[config.mk]
export PLATFORM = sky130hd
export DESIGN_NAME = button_mode_select
export DESIGN_NICKNAME = d
export VERILOG_FILES = /design/src/rtl/button_select_pkg.sv /design/src/rtl/button_debounce.sv /design/src/rtl/button_mode_select.sv
export SDC_FILE = /design/constraint.sdc
export NUM_CORES = 1
export LEC_CHECK = 0
export ABC_AREA = 1
export CAP_MARGIN = 5
export CORE_MARGIN = 4
export CORE_UTILIZATION = 61
export DETAILED_ROUTE_END_ITERATION = 12
export PLACE_DENSITY = 0.84
export RECOVER_POWER = 25
export REMOVE_ABC_BUFFERS = 1
export SLEW_MARGIN = 20
export SYNTH_ARGS = -nofsm -noshare
export SYNTH_HDL_FRONTEND = slang
export SYNTH_HIERARCHICAL = 1
export SYNTH_SLANG_ARGS = --single-unit
[constraint.sdc]
create_clock -name Clk -period 2.3 [get_ports Clk]
set_input_delay 0.23 -clock Clk [delete_from_list [all_inputs] [get_ports Clk]]
set_output_delay 0.23 -clock Clk [all_outputs]
set_load 0.05 [all_outputs]
[src/rtl/button_select_pkg.sv]
// Shared types and default timing constants for the button mode selector.
package button_select_pkg;

    typedef enum logic [1:0] {
        IDLE      = 2'd0,
        HELD_NEXT = 2'd1,
        HELD_PREV = 2'd2,
        HELD_BOTH = 2'd3
    } sel_state_t;

    // Defaults assume a 50 MHz clock: 10 ms debounce, 0.5 s first repeat, 0.2 s repeat rate.
    localparam int DEBOUNCE_CYCLES_DEF = 500000;
    localparam int REPEAT_DELAY_DEF    = 25000000;
    localparam int REPEAT_PERIOD_DEF   = 10000000;

endpackage

[src/rtl/button_debounce.sv]
// Two-flop synchroniser followed by a stable-level debouncer for one push button.
module button_debounce #(
    parameter  int CYCLES = 4,
    localparam int CNT_W  = $clog2(CYCLES + 1)
) (
    input  logic Clk,
    input  logic Reset,
    input  logic button_raw,
    output logic level
);

    logic             sync1_q, sync2_q;
    logic             level_q, level_d;
    logic [CNT_W-1:0] cnt_q, cnt_d;

    always_comb begin
        // NOTE: every signal gets a default first so no branch can infer a latch.
        level_d = level_q;
        cnt_d   = '0;
        if (sync2_q != level_q) begin
            if (cnt_q == CNT_W'(CYCLES - 1)) begin
                level_d = sync2_q;
            end else begin
                cnt_d = cnt_q + CNT_W'(1);
            end
        end
    end

    // NOTE: Reset is sampled on the clock edge, not in the sensitivity list.
    always_ff @(posedge Clk) begin
        if (Reset) begin
            sync1_q <= 1'b0;
            sync2_q <= 1'b0;
            level_q <= 1'b0;
            cnt_q   <= '0;
        end else begin
            // NOTE: non-blocking so both synchroniser stages sample the old values.
            sync1_q <= button_raw;
            sync2_q <= sync1_q;
            level_q <= level_d;
            cnt_q   <= cnt_d;
        end
    end

    assign level = level_q;

endmodule

[src/rtl/button_mode_select.sv]
// Two-button wrap-around mode selector; both buttons held forces mode 0.
// Define BUTTON_MODE_SELECT_AUTOREPEAT_EN to auto-step while a single button is held.
module button_mode_select
    import button_select_pkg::*;
#(
    parameter  int NUM_MODES       = 4,
    parameter  int DEBOUNCE_CYCLES = DEBOUNCE_CYCLES_DEF,
    parameter  int REPEAT_DELAY    = REPEAT_DELAY_DEF,
    parameter  int REPEAT_PERIOD   = REPEAT_PERIOD_DEF,
    localparam int MODE_W          = (NUM_MODES > 1) ? $clog2(NUM_MODES) : 1
) (
    input  logic              Clk,
    input  logic              Reset,
    input  logic              button_next,
    input  logic              button_prev,
    output logic [MODE_W-1:0] function_select,
    output logic              mode_changed
);

    localparam logic [MODE_W-1:0] MAX_MODE = MODE_W'(NUM_MODES - 1);

    logic              n_db, p_db;
    sel_state_t        state_q, state_d;
    logic [MODE_W-1:0] mode_q, mode_d;
    logic              changed_q, changed_d;
    logic              step_up, step_dn, force_zero;

    button_debounce #(.CYCLES(DEBOUNCE_CYCLES)) u_db_next (
        .Clk        (Clk),
        .Reset      (Reset),
        .button_raw (button_next),
        .level      (n_db)
    );

    button_debounce #(.CYCLES(DEBOUNCE_CYCLES)) u_db_prev (
        .Clk        (Clk),
        .Reset      (Reset),
        .button_raw (button_prev),
        .level      (p_db)
    );

`ifdef BUTTON_MODE_SELECT_AUTOREPEAT_EN
    localparam int HOLD_MAX = (REPEAT_DELAY > REPEAT_PERIOD) ? REPEAT_DELAY : REPEAT_PERIOD;
    localparam int HOLD_W   = $clog2(HOLD_MAX + 1);

    logic [HOLD_W-1:0] hold_cnt_q, hold_cnt_d;
    logic              stepped_q, stepped_d;
    logic              hold_active;
`else
    logic unused_repeat;
    assign unused_repeat = ^{REPEAT_DELAY, REPEAT_PERIOD};
`endif

    always_comb begin
        state_d    = state_q;
        mode_d     = mode_q;
        changed_d  = 1'b0;
        step_up    = 1'b0;
        step_dn    = 1'b0;
        force_zero = 1'b0;
`ifdef BUTTON_MODE_SELECT_AUTOREPEAT_EN
        hold_cnt_d  = '0;
        stepped_d   = 1'b0;
        hold_active = 1'b0;
`endif

        unique case (state_q)
            IDLE: begin
                if (n_db && p_db)  state_d = HELD_BOTH;
                else if (n_db)     state_d = HELD_NEXT;
                else if (p_db)     state_d = HELD_PREV;
            end
            HELD_NEXT: begin
                if (p_db) begin
                    state_d = HELD_BOTH;
                end else if (!n_db) begin
                    state_d = IDLE;
`ifdef BUTTON_MODE_SELECT_AUTOREPEAT_EN
                    step_up = !stepped_q;
                end else begin
                    hold_active = 1'b1;
`else
                    step_up = 1'b1;
`endif
                end
            end
            HELD_PREV: begin
                if (n_db) begin
                    state_d = HELD_BOTH;
                end else if (!p_db) begin
                    state_d = IDLE;
`ifdef BUTTON_MODE_SELECT_AUTOREPEAT_EN
                    step_dn = !stepped_q;
                end else begin
                    hold_active = 1'b1;
`else
                    step_dn = 1'b1;
`endif
                end
            end
            HELD_BOTH: begin
                if (!n_db && !p_db) begin
                    state_d    = IDLE;
                    force_zero = 1'b1;
                end
            end
            default: state_d = IDLE;
        endcase

`ifdef BUTTON_MODE_SELECT_AUTOREPEAT_EN
        // Counter survives only while staying in a single-button hold state.
        if (hold_active) begin
            stepped_d  = stepped_q;
            hold_cnt_d = hold_cnt_q + HOLD_W'(1);
            if ((!stepped_q && hold_cnt_q == HOLD_W'(REPEAT_DELAY - 1)) ||
                ( stepped_q && hold_cnt_q == HOLD_W'(REPEAT_PERIOD - 1))) begin
                hold_cnt_d = '0;
                stepped_d  = 1'b1;
                step_up    = (state_q == HELD_NEXT);
                step_dn    = (state_q == HELD_PREV);
            end
        end
`endif

        if (force_zero) begin
            mode_d    = '0;
            changed_d = (mode_q != '0);
        end else if (step_up) begin
            mode_d    = (mode_q >= MAX_MODE) ? '0 : mode_q + MODE_W'(1);
            changed_d = 1'b1;
        end else if (step_dn) begin
            mode_d    = (mode_q == '0 || mode_q > MAX_MODE) ? MAX_MODE : mode_q - MODE_W'(1);
            changed_d = 1'b1;
        end
    end

    always_ff @(posedge Clk) begin
        if (Reset) begin
            state_q   <= IDLE;
            mode_q    <= '0;
            changed_q <= 1'b0;
        end else begin
            state_q   <= state_d;
            mode_q    <= mode_d;
            changed_q <= changed_d;
        end
    end

`ifdef BUTTON_MODE_SELECT_AUTOREPEAT_EN
    always_ff @(posedge Clk) begin
        if (Reset) begin
            hold_cnt_q <= '0;
            stepped_q  <= 1'b0;
        end else begin
            hold_cnt_q <= hold_cnt_d;
            stepped_q  <= stepped_d;
        end
    end
`endif

    assign function_select = mode_q;
    assign mode_changed    = changed_q;

endmodule

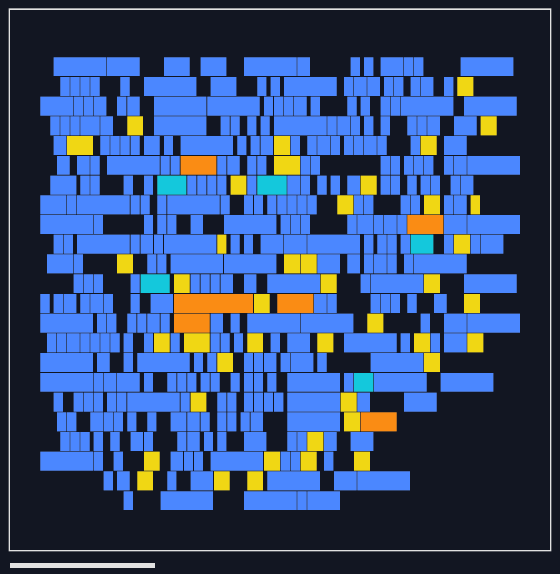
Figure 1: run 1, cell sizes after repair.
The bar under the picture is 20 um long.
- drive 3 to 4: cyan (cells 5; share 1.2%; most used nand2_4)
- drive 2: yellow (cells 42; share 10%; most used nor2_2)
- drive 1 or less: blue (cells 364; share 87%; most used nand2_1)
- drive 6 and up: orange (cells 6; share 1.4%; most used clkbuf_8)

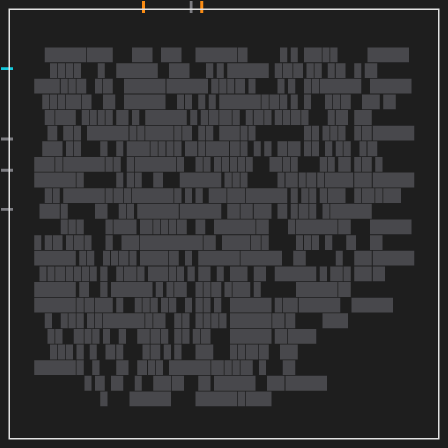
Figure 2: run 1, pin map.
Pins as bars across the die edge, other pins in gray.
- function_select: orange (pins 2; direction output; edge north)
- Clk: cyan (pins 1; direction input; edge west)
- all pins by edge: 4 west, 3 north
die x size: 74.5 um
die height: 74.5 um

==> changes_impl.md, run 1 <==
### Physical design

- Critical path arrival: approximately 1.5 ns
- Remaining DRCs: 0
- WHS: 0.409 ns
- Sequential share of power: 57.1%
- Max clock buf depth: 2
- Num CTS Buffers: 5
- Postcts setup bufs: 0
- First-pass GRT wire length: 9100 um
- Critical path startpoint category: flop
- Register area share after synthesis: 36.4%
- Slew @ Worst Pin: between 0.4 and 0.5 ns
- Worst hold stages: 2
- Status: finished, final reports clean
- Tool Warnings: 26
- Final setup margin: 0.579 ns
- Post-CTS sizing: 0
- Final worst-path cycle share: between 70% and 80%
- Leading cell types in the layout, fill and taps excluded: 101 x nand2_1, 74 x nor2_1, 60 x inv_1, 49 x dfxtp_1, 33 x nor2_2
- Dominant cell type by area after synthesis: dfxtp_1
- FF-to-FF End: u_db_next/cnt_q[14]
- Ao+oa area frac: 3.39%
- Logic pwr share: approximately 1.6%
- Slew HR: 66.9%
- FILL cells: 351
- Pre-antenna DRT Iters: 4
- Ys flops: 49
- Dominant combinational family: simple AND/OR/NAND/NOR gates
- Inserted Diodes: 0
- Crit path max-delay family: buffers and inverters
- Dpl cell area: 2780 um2
- Clock transition at path regs: 0.09 ns
- Violation tally from detailed-route iteration zero: 143
- Unique cell type count in the Yosys netlist: 23
- Vias in the first global route: 2210
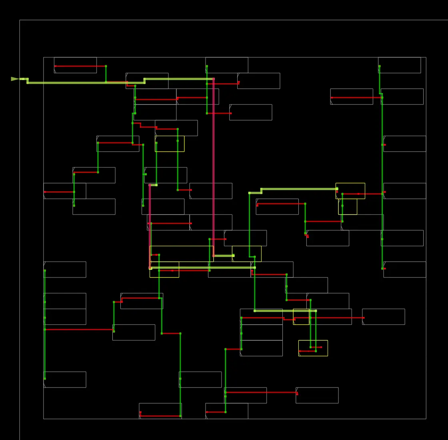
Figure 3: run 1, clock nets.
Clock Buffer Count: 5
Clock Skew: 0.00772 ns

==> run 1: state kept, by name (all words and copies together) (netlist names) <==
register           flops
u_db_prev/sync2_q      1
u_db_next/sync2_q      1
u_db_prev/level        1
u_db_prev/cnt_q       19
function_select        2
u_db_next/level        1
u_db_next/sync1_q      1
state_q                2
u_db_next/cnt_q       19
u_db_prev/sync1_q      1
mode_changed           1
==> run 1: routing by layer <==
metal	wire length (um)	track usage (%)	vias to the layer above
li1	-	-	1246
met1	2350	27.2	1004
met2	2310	34.2	26
met3	162	3.92	4
met4	44	7.91	0
met5	0	0	-
==> run 1: kinds of logic after synthesis <==
family                   after synthesis
AND/OR/NAND/NOR                      253
buffers and inverters                 64
adder cells (fa/ha/maj)                4
AND-OR/OR-AND                         17
flip-flops                            49
XOR/XNOR                              18
==> run 1: layout make-up <==
cell class                      count  area, um2  share of cell area, %
Inverter                           62        233                   8.09
Clock inverter                      3       46.3                   1.61
Multi-Input combinational cell    292       1430                   49.6
Tap cell                           50       62.6                   2.17
Timing Repair Buffer                6       60.1                   2.09
Clock buffer                        5       68.8                   2.39
Sequential cell                    49        981                   34.1
==> run 1: worst max-delay path by stage <==
stage / startpoint / endpoint / slack (ns) / cells after the start
2_1_floorplan: function_select[0] / function_select[1] / 0.81 / 6
3_3_place_gp: Reset / u_db_next/cnt_q[10] / 0.77 / 6
3_5_place_dp: Reset / u_db_prev/cnt_q[10] / 0.73 / 6
4_1_cts: function_select[0] / function_select[0] / 0.56 / 1
5_1_grt: function_select[1] / function_select[1] / 0.54 / 1
6_report: function_select[0] / function_select[0] / 0.58 / 1
==> run 1: synth_stat cells <==
library cell	instances
a211oi_1	1
a21oi_1	8
a21oi_2	1
buf_12	2
dfxtp_1	49
ha_1	4
inv_1	60
inv_2	2
nand2_1	101
nand2_4	2
nand3_1	28
nand3_2	5
nand4_1	2
nor2_1	74
nor2_2	33
nor2_4	1
nor3_1	2
o21ai_0	6
o21ai_1	1
or2_1	1
or2_2	4
xnor2_1	4
xor2_1	14
==> run 1: per-stage QoR <==
step                instances  total power, uW  util (%)
detailed placement        459              899      67.0
global route              467             1550      69.4
floorplan                 403              888         -
global placement          459              898      67.0
CTS                       467             1520      69.8
finish                    467             1500      69.4
==> run 1: power groups by stage <==
stage	combinational (uW)	clock, uW	sequential [uW]
after floorplan	14.7	0	874
after global placement	23.5	0	874
after detailed placement	24.5	0	874
after CTS	24.5	636	854
after global routing	27.5	672	855
final	23.7	619	854
==> run 1 -> run 2 <==
CORE_UTILIZATION = 55   (was 61)
PLACE_DENSITY = 0.8   (was 0.84)
clock period = 1.5 ns   (was 2.3 ns; I/O delays follow)
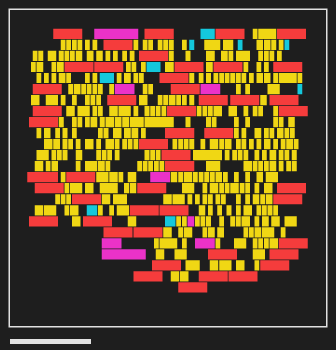
Figure 4: run 2, placement by cell class.
The bar under the picture is 20 um long.
- flip-flops: red (cells 49; share of their area 34%)
- clock drivers and dummy loads: magenta (cells 8; share of their area 4.7%)
- all other logic: yellow (cells 354; share of their area 59%)
- other buffers and delay cells: cyan (cells 9; share of their area 2.1%)
Core Util, Final: 62.5%
# rows: 25
Seq/total area: 33.3%

==> run 2 against run 1 <==
Clock skew shrank 0.00077 ns. Utilization shrank 6.9 points. Count of clock-buffer cells in the layout did not move. Non-clock buffer count increased by 3. Critical path depth is 5 higher. Sequential share of layout area shrank 0.82 points. Die size up 9.7%. Register-to-register slack lost 0.62 ns. Setup slack lost 0.46 ns. Critical path type is now flop to flop. Largest power group unchanged.
==> changes_impl.md, run 2 <==
### Physical design

- Dominant cell type by area after synthesis: dfxtp_1
- Final worst-path cycle share: between 90% and 100%
- Status: finished, final reports clean
- Critical path startpoint category: flop
- Slew @ Worst Pin: 0.595 ns (+0.101 ns)
- Num CTS Buffers: 5 (unchanged)
- Ys flops: 49 (unchanged)
- Synth top cells by count: 101 x nand2_1, 74 x nor2_1, 60 x inv_1
- Top flop regs: u_db_next/cnt_q (19), u_db_prev/cnt_q (19)
- Total power: 2450 uW (+63%)
- Leading cell types in the layout, fill and taps excluded: 101 x nand2_1, 73 x nor2_1, 59 x inv_1, 48 x dfxtp_1, 34 x nor2_2
- Yosys top cell by instances: nand2_1
- Worst hold stages: 3 (+1)
- Comb area: 1460 um2 (+2.4%)
- Worst setup startpoint: u_db_next/cnt_q[1]
- Register area share after synthesis: 36.4% (unchanged)
- FF-to-FF End: u_db_next/cnt_q[9]
- DR WL met2: 2450 um (+5.9%)
- Asr flop ratio synth: 0% (unchanged)
- Tool Warnings: 27 (+3.8%)
- Remaining DRCs: 0 (unchanged)
- Critical path arrival: 1.57 ns (+0.08 ns)
- Clock Skew: 0.00695 ns (-0.000772 ns)
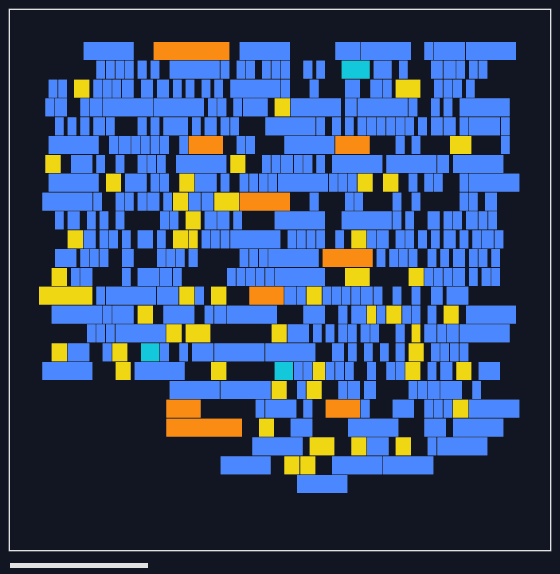
Figure 5: run 2, cell sizes after repair.
The bar under the picture is 20 um long.
- drive 2: yellow (cells 49; share 12%; most used nor2_2)
- drive 3 to 4: cyan (cells 3; share 0.71%; most used buf_4)
- drive 1 or less: blue (cells 359; share 85%; most used nand2_1)
- drive 6 and up: orange (cells 9; share 2.1%; most used clkbuf_8)

## run 2: tightest hold or removal path: cells and delay by family
kind | cells | cell delay, ns
buf+inv | 2 | 0.45
simple gates | 1 | 0.04
## run 2: repair_timing
item | 4_1_cts | 5_1_grt
endpoints found under the hold margin | 0 | 0
resized | 0 | 6
setup endpoints to repair | 0 | 10
## run 2: worst max-delay path by stage
stage | slack (ns) | cells past startpoint | end
floorplan | 0.01 | 6 | function_select[1]
CTS | 0.09 | 6 | u_db_next/cnt_q[9]
global route | -0.005 | 6 | u_db_next/cnt_q[14]
detailed placement | 0.10 | 6 | u_db_next/cnt_q[9]
global placement | 0.15 | 6 | u_db_next/cnt_q[11]
finish | 0.12 | 6 | u_db_next/cnt_q[9]
## run 2: power by group
group	switching [uW]	internal, uW	total, uW	leakage (uW)
Sequential	3.36	1310	1310	0.000396
Combinational	26.2	17.6	43.8	0.000647
Clock	430	662	1090	0.0000681
## run 2: layout make-up
class                           count  area share, %
Clock buffer                        5           2.33
Clock inverter                      3           2.20
Inverter                           62           7.88
Multi-Input combinational cell    292           49.4
Sequential cell                    49           33.3
Tap cell                           67           2.84
Timing Repair Buffer                9           2.03
## run 2: kinds of logic after synthesis
family | Yosys count | share of synthesized area [%]
buf+inv | 64 | 10.1
xor+xnor | 18 | 5.85
simple gates | 253 | 42.4
compound gates | 17 | 3.39
flops | 49 | 36.4
fa+ha+maj | 4 | 1.86
## run 2: per-layer routing
layer	vias to the layer above	GRT usage, %
li1	1248	-
met1	1016	20.6
met2	22	32.2
met3	5	4.52
met4	0	6.99
met5	-	0
## run 2: stage by stage
stage               instances  hold slack (ns)  setup WS (ns)  setup TNS, ns
floorplan                 403            0.221         0.0128              0
global placement          479            0.390          0.152              0
detailed placement        479            0.402          0.104              0
CTS                       487            0.367         0.0927              0
global route              487            0.390       -0.00476       -0.00476
finish                    487            0.375          0.122              0
Power is estimated from default activity; no workload was simulated.
